==> src/rtl/acc_unit_8b_pkg.sv <==
// Shared definitions for the 8-bit accumulator stage: op codes and FSM encoding.
package acc_unit_8b_pkg;

  localparam int ACC_W = 8;

  localparam logic [1:0] OP_LOAD = 2'b00;
  localparam logic [1:0] OP_ADD  = 2'b01;
  localparam logic [1:0] OP_SUB  = 2'b10;
  localparam logic [1:0] OP_CLR  = 2'b11;

  typedef enum logic [1:0] {
    IDLE = 2'b00,
    EXEC = 2'b01,
    RESP = 2'b10
  } state_e;

  function automatic logic is_sub(input logic [1:0] op);
    return op == OP_SUB;
  endfunction

endpackage

==> src/rtl/acc_unit_8b_addsub.sv <==
// 8-bit ripple-carry adder/subtractor: s=1 computes a8 - b8 as a8 + ~b8 + 1.
module acc_unit_8b_addsub
  import acc_unit_8b_pkg::*;
(
  input  logic [ACC_W-1:0] a8,
  input  logic [ACC_W-1:0] b8,
  input  logic             s,
  output logic [ACC_W-1:0] sum8,
  output logic             cout8
);

  logic carry;
  logic bx;

  always_comb begin
    sum8  = '0;
    carry = s;
    bx    = 1'b0;
    for (int i = 0; i < ACC_W; i++) begin
      bx      = b8[i] ^ s;
      sum8[i] = a8[i] ^ bx ^ carry;
      carry   = (a8[i] & bx) | (carry & (a8[i] ^ bx));
    end
    cout8 = carry;
  end

endmodule

==> src/rtl/acc_unit_8b.sv <==
// Accumulator register/control stage around the add/sub datapath, with
// valid/ready handshakes on both sides and registered result/flags.
module acc_unit_8b
  import acc_unit_8b_pkg::*;
(
  input  logic             clk,
  input  logic             rst,
  input  logic             in_valid,
  output logic             in_ready,
  input  logic [1:0]       in_op,
  input  logic [ACC_W-1:0] in_data,
  output logic             out_valid,
  input  logic             out_ready,
  output logic [ACC_W-1:0] acc,
  output logic             flag_c,
  output logic             flag_z,
  output logic             flag_v,
  output logic [7:0]       ops_cnt
);

  state_e           state_q;
  logic [1:0]       op_q;
  logic [ACC_W-1:0] data_q;
  logic [ACC_W-1:0] acc_q;
  logic             c_q, z_q, v_q;
  logic [7:0]       cnt_q;
  logic             in_ready_q, out_valid_q;

  logic [ACC_W-1:0] sum;
  logic             cout;
  logic             sub;
  logic [ACC_W-1:0] b_eff;
  logic [ACC_W-1:0] acc_d;
  logic             c_d, v_d;

  assign sub = is_sub(op_q);

  acc_unit_8b_addsub u_addsub (
    .a8    (acc_q),
    .b8    (data_q),
    .s     (sub),
    .sum8  (sum),
    .cout8 (cout)
  );

  // Operand as the adder actually sees it, needed for the overflow rule.
  assign b_eff = data_q ^ {ACC_W{sub}};

  always_comb begin
    acc_d = '0;
    c_d   = 1'b0;
    v_d   = 1'b0;
    case (op_q)
      OP_LOAD: acc_d = data_q;
      OP_ADD, OP_SUB: begin
        acc_d = sum;
        c_d   = cout;
        v_d   = (acc_q[ACC_W-1] == b_eff[ACC_W-1]) && (sum[ACC_W-1] != acc_q[ACC_W-1]);
      end
      default: acc_d = '0;
    endcase
  end

  always_ff @(posedge clk) begin
    if (rst) begin
      state_q     <= IDLE;
      op_q        <= OP_LOAD;
      data_q      <= '0;
      acc_q       <= '0;
      c_q         <= 1'b0;
      z_q         <= 1'b1;
      v_q         <= 1'b0;
      cnt_q       <= '0;
      in_ready_q  <= 1'b1;
      out_valid_q <= 1'b0;
    end else begin
      case (state_q)
        IDLE: begin
          if (in_valid) begin
            op_q       <= in_op;
            data_q     <= in_data;
            in_ready_q <= 1'b0;
            state_q    <= EXEC;
          end
        end
        EXEC: begin
          acc_q       <= acc_d;
          c_q         <= c_d;
          v_q         <= v_d;
          z_q         <= (acc_d == '0);
          cnt_q       <= cnt_q + 8'd1;
          out_valid_q <= 1'b1;
          state_q     <= RESP;
        end
        RESP: begin
          if (out_ready) begin
            out_valid_q <= 1'b0;
            in_ready_q  <= 1'b1;
            state_q     <= IDLE;
          end
        end
        default: begin
          out_valid_q <= 1'b0;
          in_ready_q  <= 1'b1;
          state_q     <= IDLE;
        end
      endcase
    end
  end

  assign in_ready  = in_ready_q;
  assign out_valid = out_valid_q;
  assign acc       = acc_q;
  assign flag_c    = c_q;
  assign flag_z    = z_q;
  assign flag_v    = v_q;
  assign ops_cnt   = cnt_q;

endmodule
==> config.mk <==
export PLATFORM = sky130hd
export DESIGN_NAME = acc_unit_8b
export DESIGN_NICKNAME = d
export VERILOG_FILES = /design/src/rtl/acc_unit_8b_pkg.sv /design/src/rtl/acc_unit_8b_addsub.sv /design/src/rtl/acc_unit_8b.sv
export SDC_FILE = /design/constraint.sdc
export NUM_CORES = 1
export LEC_CHECK = 0
export CAP_MARGIN = 15
export CORE_MARGIN = 1.5
export CORE_UTILIZATION = 44
export CTS_BUF_LIST = sky130_fd_sc_hd__clkbuf_16
export CTS_CLUSTER_SIZE = 24
export DETAILED_ROUTE_END_ITERATION = 10
export GPL_ROUTABILITY_DRIVEN = 1
export PLACE_DENSITY = 0.8
export RECOVER_POWER = 50
export SLEW_MARGIN = 20
export SYNTH_ARGS = -nofsm -noshare
export SYNTH_HDL_FRONTEND = slang
export SYNTH_SLANG_ARGS = --single-unit
==> constraint.sdc <==
create_clock -name clk -period 8.25 [get_ports clk]
set_input_delay 1.2375 -clock clk [delete_from_list [all_inputs] [get_ports clk]]
set_output_delay 1.2375 -clock clk [all_outputs]
set_load 0.02 [all_outputs]
### Routed clock nets over the placement

The bar under the picture is 20 um long.
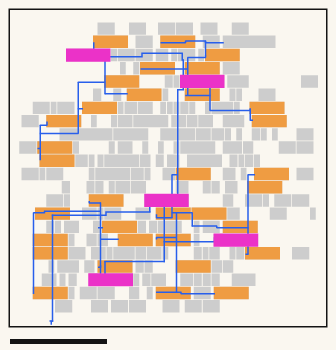
Key: flip-flops = orange [count 33]; clock wires = blue [length 402 um]; cells driving clock nets = magenta [count 5]
Position of the flops: spread over the die.
P_clk: 0.237 mW
final clock skew: 0.00576 ns

### Clock wiring as the flow saved it

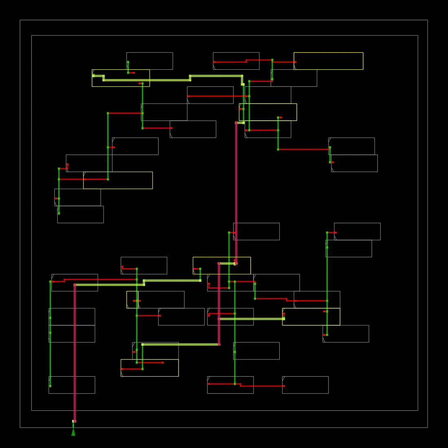
number of buffers created by CTS: 5
number of sequential storage elements: 33
Insertion Delay late pin: 0.28 ns

### Cell sizes after repair

The bar under the picture is 20 um long.
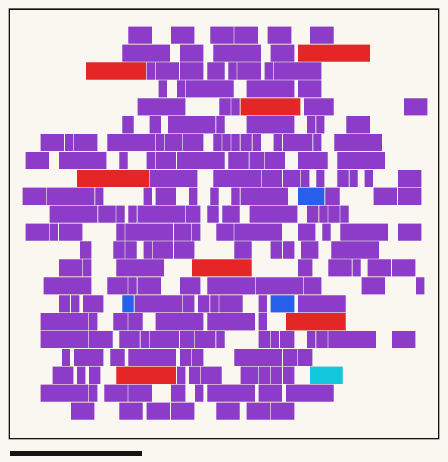
Key: drive 1 or less = purple [cells 207]; drive 6 and up = red [cells 7]; drive 2 = blue [cells 3]; drive 3 to 4 = cyan [cells 1]
count of non-CTS buffers in the layout: 34
area added between synthesis and finish: 30.4%

==> notes.md <==
Implementation numbers.

- The internal power of the cells is 0.370 mW.
- According to the cell report, the number of logic gates is 135.
- Once layout is done, the placed cells without fillers occupy 2210 um^2.
- In this run the full chip footprint comes out at 4230 um^2.
- The aggregate global-route resource usage is 18.1%.
- The core utilization before placement is 45.9%.
- The synthesized design contains 0 enable-type register cells.
- The proportion of cell area occupied by multi-input gates is between 40% and 50%.
- The number of register bits inferred by synthesis is 33.
- The library cell used most frequently in the layout, excluding fill and tap cells, is sky130_fd_sc_hd__dfxtp_1.
- In this run the tools logged warnings totalling 29.
- The fraction of synthesized cell area taken by the top area cell type is 39.0%.
- The switching portion of total power is 22.4%.
- Per the final report, the share of cell area in non-clock buffers is 15.1%.
- The number of non-clock inverters is 8.
- TritonCTS built the clock tree.
- The library cell appearing most often on the critical path is sky130_fd_sc_hd__fa_1.
- The yosys stat chip area is 1690 um^2.
- The OpenROAD report gives the critical path a data arrival time of between 4 and 5 ns.
- The number of well taps is ~48.
- The worst vdd rail ir drop is 0.000128 V.
- Max-cap violations in this run came to 0.
- Counting pins that exceed their max-slew limit in the final report gives 0.
- In the final layout, the share of cells above drive strength 1 is 5.05%.
- The synthesized netlist devotes approximately a fifth of its cell area to simple gates.
- After synthesis the cells add up to 1690 um^2.
- After detailed routing, the total wire length is 3.39 mm.
- Dividing total power by cell area gives a power density of ~220 nW/um^2.
- The horizontal extent of the die is about 65 um.
- Per the OpenROAD power report, leakage power amounts to 0.888 nW.
- The predominant post-synthesis flop cell is sky130_fd_sc_hd__dfxtp_1.
- The number of antenna diodes in the final layout is 0.
- The tightest min-delay check is of the register to register type.
- Yosys stat counts 188 cells in the synthesized netlist.
- For this run, asynchronously set or reset flops after synthesis account for 0%.
- The endpoint type of the worst setup path is a register.
- In the final layout, flip-flops and latches take up 29.9% of the cell area.
- Summing the areas of all xor and xnor instances in the mapped netlist gives 7.24% of the synthesized area.
- The final period demand of the worst path is around 4.6 ns.
- Walking the worst path, the cells encountered are inv_1 > ha_1 > mux2_2 > fa_1 > fa_1 > inv_1 > fa_1 > inv_1 > fa_1 > fa_1 > inv_1 > fa_1 > inv_1 > fa_1 > a22oi_1 > nor2_1 > or4_1 > o31ai_1.
- The slew check shows that the tightest pin keeps a relative margin of around 5.9%.
- During synthesis, Yosys emitted a total of 0 warnings.
- The finished layout reports a core utilization of 59.8%.
- Summed over all failing endpoints, the final setup total negative slack is 0 ns.
- Per the detail_route report, routed wire per instance is 12.7 um.
- Per the post-route antenna check, the number of violating nets is 0.
- The net count of the finished layout is 243.
- The final hold violation count is 0.
- The region available for standard cell placement spans around 3700 um^2.
- The share of cell area taken by muxes after synthesis is 6.58%.
- The half-perimeter wire length after detailed placement is between 2 and 2.5 mm.
- Per the synthesis report, the number of distinct cell types is 33.
- The net count after synthesis is 214.
- The fraction of the yosys area taken by sequential cells is 39.0%.
- sky130_fd_sc_hd__dfxtp_1 takes more of the synthesized area than any other cell.
- The detailed-route DRC error count is 0.
- For reference, the placement row count at floorplan is 22.
- The remaining global-route overflow is 0.
- OpenROAD reports that the post-layout worst path occupies 56.1% of the period.
- The longest clock path from root to sink contains 2 buffers.
- The flow ran to the end, and the final reports show no timing, DRC or antenna violations.
- The area taken by sequential standard cells is reported as 661 um^2.
- STA on the placed design reports a worst setup slack of 3.64 ns.
- The count of instances resized after the clock tree is built is 0.
- The cell-mix breakdown from Yosys lists the compound-gate area share as 9.90%.
- For the worst setup path, the data required time is 8.45 ns.
- The worst stage delay on the critical path is between 0.5 and 0.6 ns.
- The power report attributes to the combinational group a share of 13.8%.
- The global-route wire length before repair is ~5.7 mm.
- The number of global-route vias before repair was 1265.
- The type of element launching the critical path is a register.
- Per the post-run analysis, buffers plus inverters along the critical path come to 5.
- The routability congestion estimate is 0.811.
- The number of DRC violations after detailed-routing iteration 0 is 58.
- The count of clock buffers in the final design is 5.
- In this run the power spent charging and discharging nets is 0.107 mW.
- The main area contributors are sky130_fd_sc_hd__dfxtp_1 39%, sky130_fd_sc_hd__fa_1 8.3%, sky130_fd_sc_hd__mux2i_1 5.9%.
- The largest combinational cell category by area is simple AND/OR/NAND/NOR gates.
- After synthesis, the most frequently instantiated cells are 33 x sky130_fd_sc_hd__dfxtp_1, 25 x sky130_fd_sc_hd__nor2_1, 20 x sky130_fd_sc_hd__nand2_1, 16 x sky130_fd_sc_hd__a21oi_1, 10 x sky130_fd_sc_hd__mux2i_1.
- The first detailed-routing pass ran for 4 iterations.
- The initial antenna violation count came to 0.
- Yosys instantiated no cell more often than sky130_fd_sc_hd__dfxtp_1.
- The count of input and output buffers is 34.
- Counting the fill cells in the layout gives 330.
- On the critical path, the stage with the largest delay is an instance of sky130_fd_sc_hd__or4_1.
path summary, 6_finish.rpt:
kind                              from                  end  slack [ns]  cells after the start
setup reg to reg  op_q[0]$_SDFFE_PP0P_  flag_z$_SDFFE_PP1P_        3.62                     18
hold reg to reg    flag_c$_SDFFE_PP0P_  flag_c$_SDFFE_PP0P_        0.45                      2
setup / recovery  op_q[0]$_SDFFE_PP0P_  flag_z$_SDFFE_PP1P_        3.62                     18
hold / removal     flag_c$_SDFFE_PP0P_  flag_c$_SDFFE_PP0P_        0.45                      2
metrics by stage:
stage	power, mW	cells
6_report	0.477	266
5_1_grt	0.500	266
4_1_cts	0.483	266
3_5_place_dp	0.244	258
3_3_place_gp	0.243	258
2_1_floorplan	0.223	188
power groups by stage:
| stage | sequential [mW] | clock [mW] | combinational [mW] |
|---|---|---|---|
| after floorplan | 0.180 | 0 | 0.0427 |
| after global placement | 0.178 | 0 | 0.0650 |
| after detailed placement | 0.178 | 0 | 0.0661 |
| after CTS | 0.174 | 0.242 | 0.0668 |
| after global routing | 0.175 | 0.252 | 0.0731 |
| final | 0.174 | 0.237 | 0.0658 |
flip-flops by register name, indices dropped and copies added, names as in the netlist:
| signal | cells |
|---|---|
| in_ready | 1 |
| op_q | 2 |
| flag_c | 1 |
| state_q | 2 |
| flag_v | 1 |
| ops_cnt | 8 |
| flag_z | 1 |
| acc | 8 |
| out_valid | 1 |
| data_q | 8 |
metal layers:
layer  global-route usage [%]  wire, um  part of all wire (%)  vias to the layer above
li1                         -         -                     -                      679
met1                     21.8      1520                    45                      642
met2                     28.4      1600                    47                       37
met3                     7.12       198                   5.8                        9
met4                     8.59        74                   2.2                        0
met5                        0         0                     0                        -
No activity file was given, so power comes from the tool's default toggle rates.
